==> src/rtl/key_cond_pkg.sv <==
// key_cond_pkg: shared FSM state type and default timing constants for key_conditioner.
package key_cond_pkg;

    typedef enum logic [1:0] {IDLE, PRESS_WAIT, HELD, RELEASE_WAIT} key_state_t;

    localparam int DEF_DEBOUNCE_CYCLES = 500000;
    localparam int DEF_REPEAT_DELAY    = 25000000;
    localparam int DEF_REPEAT_PERIOD   = 5000000;

    function automatic int max2(input int a, input int b);
        return (a > b) ? a : b;
    endfunction

endpackage

==> src/rtl/key_debounce_fsm.sv <==
// key_debounce_fsm: synchronizer + debounce FSM for one key; auto-repeat built only with KEY_REPEAT_EN.
module key_debounce_fsm
    import key_cond_pkg::*;
#(
    parameter int DEBOUNCE_CYCLES = DEF_DEBOUNCE_CYCLES,
    parameter int REPEAT_DELAY    = DEF_REPEAT_DELAY,
    parameter int REPEAT_PERIOD   = DEF_REPEAT_PERIOD
) (
    input  logic clk,
    input  logic rst_n,
    input  logic key_n,
    output logic level,
    output logic press_pulse,
    output logic release_pulse,
    output logic repeat_pulse
);

    localparam int CW = $clog2(DEBOUNCE_CYCLES);
    localparam logic [CW-1:0] CNT_LAST = CW'(DEBOUNCE_CYCLES - 1);

    if (DEBOUNCE_CYCLES < 2) begin : g_bad_debounce
        $error("DEBOUNCE_CYCLES must be at least 2");
    end
    if (REPEAT_DELAY < 0 || REPEAT_PERIOD < 0) begin : g_bad_repeat
        $error("repeat timing parameters must be non-negative");
    end

    key_state_t state;
    logic [CW-1:0] cnt;
    logic [1:0] sync;
    logic pressed;

    // synchronizer resets to released so a key held through reset is re-debounced
    always_ff @(posedge clk or negedge rst_n) begin
        if (!rst_n) sync <= 2'b11;
        else sync <= {sync[0], key_n};
    end

    assign pressed = ~sync[1];

    always_ff @(posedge clk or negedge rst_n) begin
        if (!rst_n) begin
            state         <= IDLE;
            cnt           <= '0;
            level         <= 1'b0;
            press_pulse   <= 1'b0;
            release_pulse <= 1'b0;
        end else begin
            press_pulse   <= 1'b0;
            release_pulse <= 1'b0;
            case (state)
                IDLE: if (pressed) begin
                    state <= PRESS_WAIT;
                    cnt   <= '0;
                end
                PRESS_WAIT: if (!pressed) begin
                    state <= IDLE;
                end else if (cnt == CNT_LAST) begin
                    state       <= HELD;
                    level       <= 1'b1;
                    press_pulse <= 1'b1;
                end else begin
                    cnt <= cnt + 1'b1;
                end
                HELD: if (!pressed) begin
                    state <= RELEASE_WAIT;
                    cnt   <= '0;
                end
                RELEASE_WAIT: if (pressed) begin
                    state <= HELD;
                end else if (cnt == CNT_LAST) begin
                    state         <= IDLE;
                    level         <= 1'b0;
                    release_pulse <= 1'b1;
                end else begin
                    cnt <= cnt + 1'b1;
                end
                default: state <= IDLE;
            endcase
        end
    end

`ifdef KEY_REPEAT_EN
    localparam int RW = $clog2(max2(REPEAT_DELAY, REPEAT_PERIOD) + 1);
    localparam logic [RW-1:0] DLY_LAST = RW'(max2(REPEAT_DELAY, 1) - 1);
    localparam logic [RW-1:0] PER_LAST = RW'(max2(REPEAT_PERIOD, 1) - 1);

    if (REPEAT_PERIOD == 0) begin : g_bad_period
        $error("REPEAT_PERIOD must be non-zero");
    end

    logic [RW-1:0] rpt_cnt;
    logic rpt_on;
    logic rpt_first;

    // only a fresh press arms the repeater; a bounce back from RELEASE_WAIT leaves it idle
    always_ff @(posedge clk or negedge rst_n) begin
        if (!rst_n) begin
            rpt_cnt      <= '0;
            rpt_on       <= 1'b0;
            rpt_first    <= 1'b0;
            repeat_pulse <= 1'b0;
        end else begin
            repeat_pulse <= 1'b0;
            if (state == PRESS_WAIT && pressed && cnt == CNT_LAST) begin
                rpt_on    <= 1'b1;
                rpt_first <= 1'b1;
                rpt_cnt   <= '0;
            end else if (state != HELD || !pressed) begin
                rpt_on  <= 1'b0;
                rpt_cnt <= '0;
            end else if (rpt_on) begin
                if (rpt_cnt == (rpt_first ? DLY_LAST : PER_LAST)) begin
                    repeat_pulse <= 1'b1;
                    rpt_first    <= 1'b0;
                    rpt_cnt      <= '0;
                end else begin
                    rpt_cnt <= rpt_cnt + 1'b1;
                end
            end
        end
    end
`else
    assign repeat_pulse = 1'b0;
`endif

endmodule

==> src/rtl/key_conditioner.sv <==
// key_conditioner: debounced key levels and press/release/repeat pulses for the HPS keys PIO (repeat needs KEY_REPEAT_EN).
module key_conditioner
    import key_cond_pkg::*;
#(
    parameter int NUM_KEYS        = 4,
    parameter int DEBOUNCE_CYCLES = DEF_DEBOUNCE_CYCLES,
    parameter int REPEAT_DELAY    = DEF_REPEAT_DELAY,
    parameter int REPEAT_PERIOD   = DEF_REPEAT_PERIOD
) (
    input  logic                clk_clk,
    input  logic                reset_reset_n,
    input  logic [NUM_KEYS-1:0] key_n_i,
    output logic [NUM_KEYS-1:0] keys_export,
    output logic [NUM_KEYS-1:0] key_press_o,
    output logic [NUM_KEYS-1:0] key_release_o,
    output logic [NUM_KEYS-1:0] key_repeat_o
);

    for (genvar k = 0; k < NUM_KEYS; k++) begin : g_key
        key_debounce_fsm #(
            .DEBOUNCE_CYCLES(DEBOUNCE_CYCLES),
            .REPEAT_DELAY   (REPEAT_DELAY),
            .REPEAT_PERIOD  (REPEAT_PERIOD)
        ) u_fsm (
            .clk          (clk_clk),
            .rst_n        (reset_reset_n),
            .key_n        (key_n_i[k]),
            .level        (keys_export[k]),
            .press_pulse  (key_press_o[k]),
            .release_pulse(key_release_o[k]),
            .repeat_pulse (key_repeat_o[k])
        );
    end

endmodule

==> config.mk <==
export PLATFORM = sky130hd
export DESIGN_NAME = key_conditioner
export DESIGN_NICKNAME = d
export VERILOG_FILES = /design/src/rtl/key_cond_pkg.sv /design/src/rtl/key_debounce_fsm.sv /design/src/rtl/key_conditioner.sv
export SDC_FILE = /design/constraint.sdc
export NUM_CORES = 1
export LEC_CHECK = 0
export CORE_UTILIZATION = 40
export CTS_CLUSTER_DIAMETER = 100
export DETAILED_ROUTE_END_ITERATION = 6
export SLEW_MARGIN = 20
export SYNTH_ARGS = -nofsm -noshare
export SYNTH_HDL_FRONTEND = slang
export SYNTH_SLANG_ARGS = --single-unit
==> constraint.sdc <==
create_clock -name clk_clk -period 5.19 [get_ports clk_clk]
set_input_delay 0.7785 -clock clk_clk [delete_from_list [all_inputs] [get_ports clk_clk]]
set_output_delay 0.7785 -clock clk_clk [all_outputs]
set_load 0.02 [all_outputs]
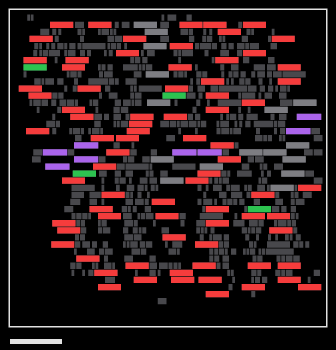
Fig. 1. Where the registers sit (run 1).
The bar under the picture is 20 um long.
[purple] g_key.u_fsm.sync | sequential cells: 8
[green] g_key.u_fsm.state | sequential cells: 4
[red] g_key.u_fsm.cnt | sequential cells: 76 | where: widely spread
not coloured: 16
fraction of the core area covered by cells at the end of the flow: 45.0%
seq pwr: 0.892 mW

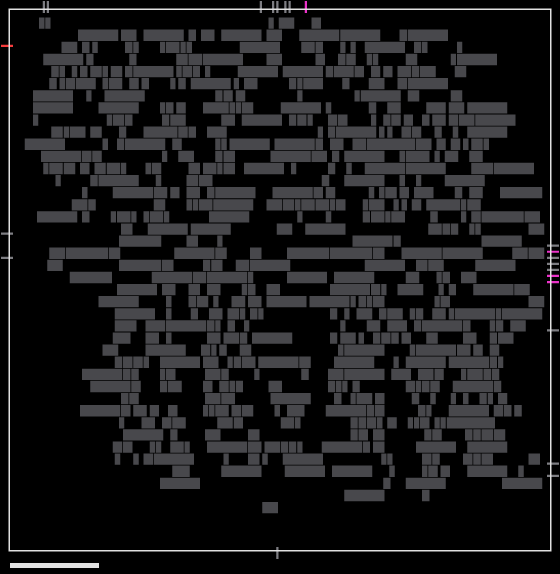
Fig. 2. Pin placement (run 1).
The bar under the picture is 20 um long. Pins as bars across the die edge, other pins in grey.
[magenta] key_release_o | pins: 4 | direction: output | edge: 3 east, 1 north
[red] clk_clk | pins: 1 | direction: input | edge: west
quantity of I/O buffers inserted on ports: 17
die boundary width: 121 um
vertical die dimension: 121 um

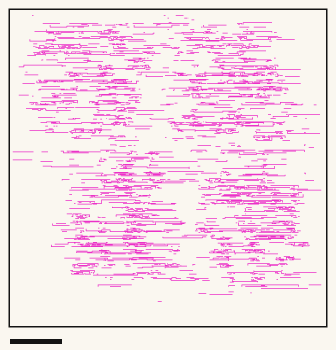
Fig. 3. The metal 1 layer (run 1).
The bar under the picture is 20 um long.
share of all routed wire: 49%
nets with wire on the layer: 572
wire length on this layer: 5,910 um
longest straight run: 24.4 um
via total after detailed routing: 4,575
total wire length: 12,100 um
met1 global-route usage: 23.8%

==> run summary, run 1 <==
portion of the layout cell area used by non-clock buffers = 3.05%
register-to-register setup slack = 2.54 ns
effective utilization at floorplan = 41.0%
total of hold buffers inserted after clock tree synthesis = 0
Register-to-Register Path Depth = 5
sequential share of cell area = 41.9%
top cell class by occupied area = multi-input combinational cells
Relative slew margins = 35.3%
most used logic cell in the final layout = nand2_1
Main synth FF type = dfrtp_1
cells along the critical path = nor4bb_1 > nand4_1 > o21ai_4 > o21ai_1 > a22o_1
synthesized area divided by synthesized cell count = 9.33 um2
count of warning messages emitted by the tools = 26
Final setup violation count = 0
final weighted congestion in routability-driven placement = 0.797
met1 layer wirelength in the final routing = 5910 um
length of routed met2 wiring = 5620 um
non-clock inverter count = 15
ratio of cells with drive above 1 in the final layout = 7.53%
crit path from = g_key[0].u_fsm.state[0]
mux cell area share after synthesis = 2.35%
gate count of the mapped netlist = 610
TritonCTS clock tree = built
setup repair after global routing missed its margin = no
layout clock buffer count = 11
comb pwr = 0.104 mW
I/O pins = 22
instance count along the most critical hold path = 0
clock net sink count = 104
XOR Share, Synth = 1.21%
RR Startpoint = g_key[0].u_fsm.state[0]
min-delay worst type = flip-flop to flip-flop
area taken by flip-flops and latches = 0.00261 mm2
top layer reached by signal wires = met4
FF+latch count = 104
placed cell areas = 0.00590 mm2
number of global-route vias before repair = 4,333
# H-tree levels = 3
die area = 0.0147 mm2
Finished Cell Area = 0.00624 mm2
AND-OR/OR-AND share of the synthesized area = 16.0%
Largest delay share family, worst path = AND-OR/OR-AND gates
met3 wirelength from detailed routing = 417 um
kind of critical path = flip-flop to flip-flop
Tot Pwr = 1.75 mW
# Cells Yosys = 610
sort of element at the start of the critical path = flip-flop
Distinct lib cells used = 67
tap cell instance count = 180
run status = completed
combinational gate count = 456
wire length of the first global-routing pass = 20,900 um
Clock Skew = 0.00715 ns
capture instance of the worst register-to-register path = g_key[0].u_fsm.cnt[6]
number of antenna repair diodes = 0
EDFF count, synth = 0
post-synthesis async set-or-reset flop share = 100%
placed cells = 775
final net count = 616
post-synth top area cell = dfrtp_1
multi-input combinational area share = 45.3%
Overflow after GRT = 0
Placement Rows = 43
post-detailed-route wirelength per cell = 15.3 um
area fraction in full adders, half adders and majority gates = 0.880%
clock group total power = 0.754 mW
final hold violations = 0
slew of the pin with the lowest slew margin = 0.971 ns
total power density per cell area = 281 mW/mm2
final antenna-violating net count = 0
max-cap viol count = 0
Clk Tree Root Cell = clkbuf_16
floorplan core area = 0.0139 mm2
DRC violation total after the first TritonRoute iteration = 327
==> run 2: changes to the inputs <==
- clock period: 5.19 -> 2.7 ns (I/O delays scaled with it)
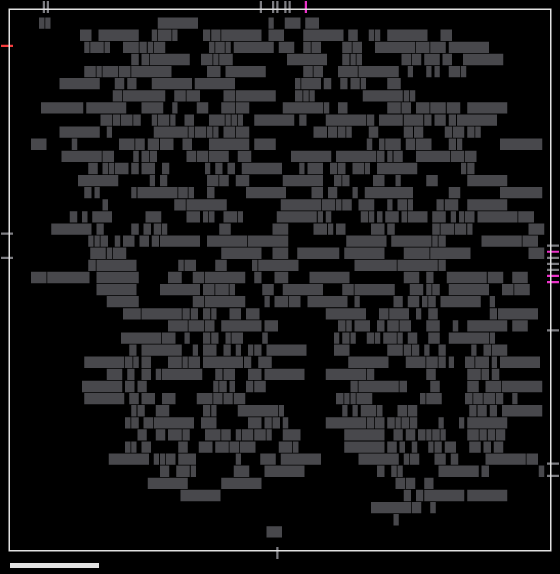
Fig. 4. Pin placement (run 2).
The bar under the picture is 20 um long. Pins as bars across the die edge, other pins in grey.
[magenta] key_release_o | pins: 4 | direction: output | edge: 3 east, 1 north
[red] clk_clk | pins: 1 | direction: input | edge: west

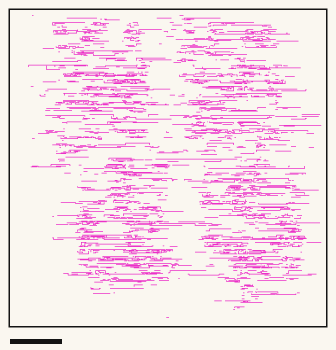
Fig. 5. The metal 1 layer (run 2).
The bar under the picture is 20 um long.
longest straight run: 36.8 um
wire length on this layer: 5,730 um
nets with wire on the layer: 590
share of all routed wire: 47%
main direction: horizontal
met1 global-route usage: 23.2%
via total after detailed routing: 4,650
total wire length: 12,100 um

==> run 2 against run 1 <==
Largest power group unchanged. Maximum frequency is 22% higher. Flip-flop count did not move. Worst hold slack lost 0.35 ns.
==> run summary, run 2 <==
non-clock inverter count = 15 (unchanged)
final net count = 629 (+2.1%)
layout clock buffer count = 11 (unchanged)
# H-tree levels = 3 (unchanged)
met1 layer wirelength in the final routing = 5730 um (-3.0%)
number of global-route vias before repair = 4,372 (+0.90%)
Clock Skew = 0.00619 ns (-0.000956 ns)
seq pwr = 1.70 mW (+91%)
top-area cell type share of the netlist area = 42.2%
quantity of I/O buffers inserted on ports = 17 (unchanged)
FF+latch count = 104 (unchanged)
register-to-register setup slack = 0.53 ns (-2.01 ns)
TritonCTS clock tree = built
tap cell instance count = 180 (unchanged)
kind of critical path = flip-flop to flip-flop
min-delay worst type = input pin to asynchronous set/reset pin
die boundary width = 121 um (unchanged)
die area = 0.0147 mm2 (unchanged)
post-synthesis async set-or-reset flop share = 100% (unchanged)
Clk Tree Root Cell = clkbuf_16
portion of the layout cell area used by non-clock buffers = 4.75% (+1.7 points)
length of routed met2 wiring = 5720 um (+1.7%)
number of antenna repair diodes = 0 (unchanged)
floorplan core area = 0.0139 mm2 (unchanged)
vertical die dimension = 121 um (unchanged)
mux cell area share after synthesis = 2.35% (unchanged)
effective utilization at floorplan = 41.0% (unchanged)
total of hold buffers inserted after clock tree synthesis = 0 (unchanged)
Placement Rows = 43 (unchanged)
crit path from = g_key[1].u_fsm.cnt[0]
final hold violations = 0 (unchanged)
clock net sink count = 104 (unchanged)
I/O pins = 22 (unchanged)
most used logic cell in the final layout = nand2_1
met3 wirelength from detailed routing = 471 um (+13%)
Distinct lib cells used = 67 (unchanged)
Overflow after GRT = 0 (unchanged)
run status = completed
XOR Share, Synth = 1.21% (unchanged)
placed cell areas = 0.00601 mm2 (+1.9%)
Register-to-Register Path Depth = 7 (+2)
final antenna-violating net count = 0 (unchanged)
final weighted congestion in routability-driven placement = 0.882 (+11%)
count of warning messages emitted by the tools = 26 (unchanged)
DRC violation total after the first TritonRoute iteration = 434 (+33%)
area fraction in full adders, half adders and majority gates = 0.880% (unchanged)
RR Startpoint = g_key[1].u_fsm.cnt[0]
max-cap viol count = 0 (unchanged)
ratio of cells with drive above 1 in the final layout = 9.46% (+1.9 points)
# Cells Yosys = 610 (unchanged)
Tot Pwr = 3.28 mW (+87%)
Final setup violation count = 0 (unchanged)
met2 capacity usage during global routing = 28.5%
AND-OR/OR-AND share of the synthesized area = 16.0% (unchanged)
later-pin clock latency in the skew report = 0.36 ns
top layer reached by signal wires = met4
gate count of the mapped netlist = 610 (unchanged)
Finished Cell Area = 0.00632 mm2 (+1.3%)
total power density per cell area = 519 mW/mm2 (+85%)
cells along the critical path = ha_1 > and3_1 > nand4_1 > o31ai_2 > buf_4 > or4_1 > a21oi_1
multi-input combinational area share = 44.6% (-0.68 points)
placed cells = 788 (+1.7%)
wire length of the first global-routing pass = 21,000 um (+0.73%)
clock group total power = 1.35 mW (+79%)
top cell class by occupied area = multi-input combinational cells
slew of the pin with the lowest slew margin = 0.684 ns (-0.287 ns)
sort of element at the start of the critical path = flip-flop
post-detailed-route wirelength per cell = 15.0 um (-1.9%)
Post-CTS Resized = 0
setup repair after global routing missed its margin = no
Power and IR drop assume default switching activity.
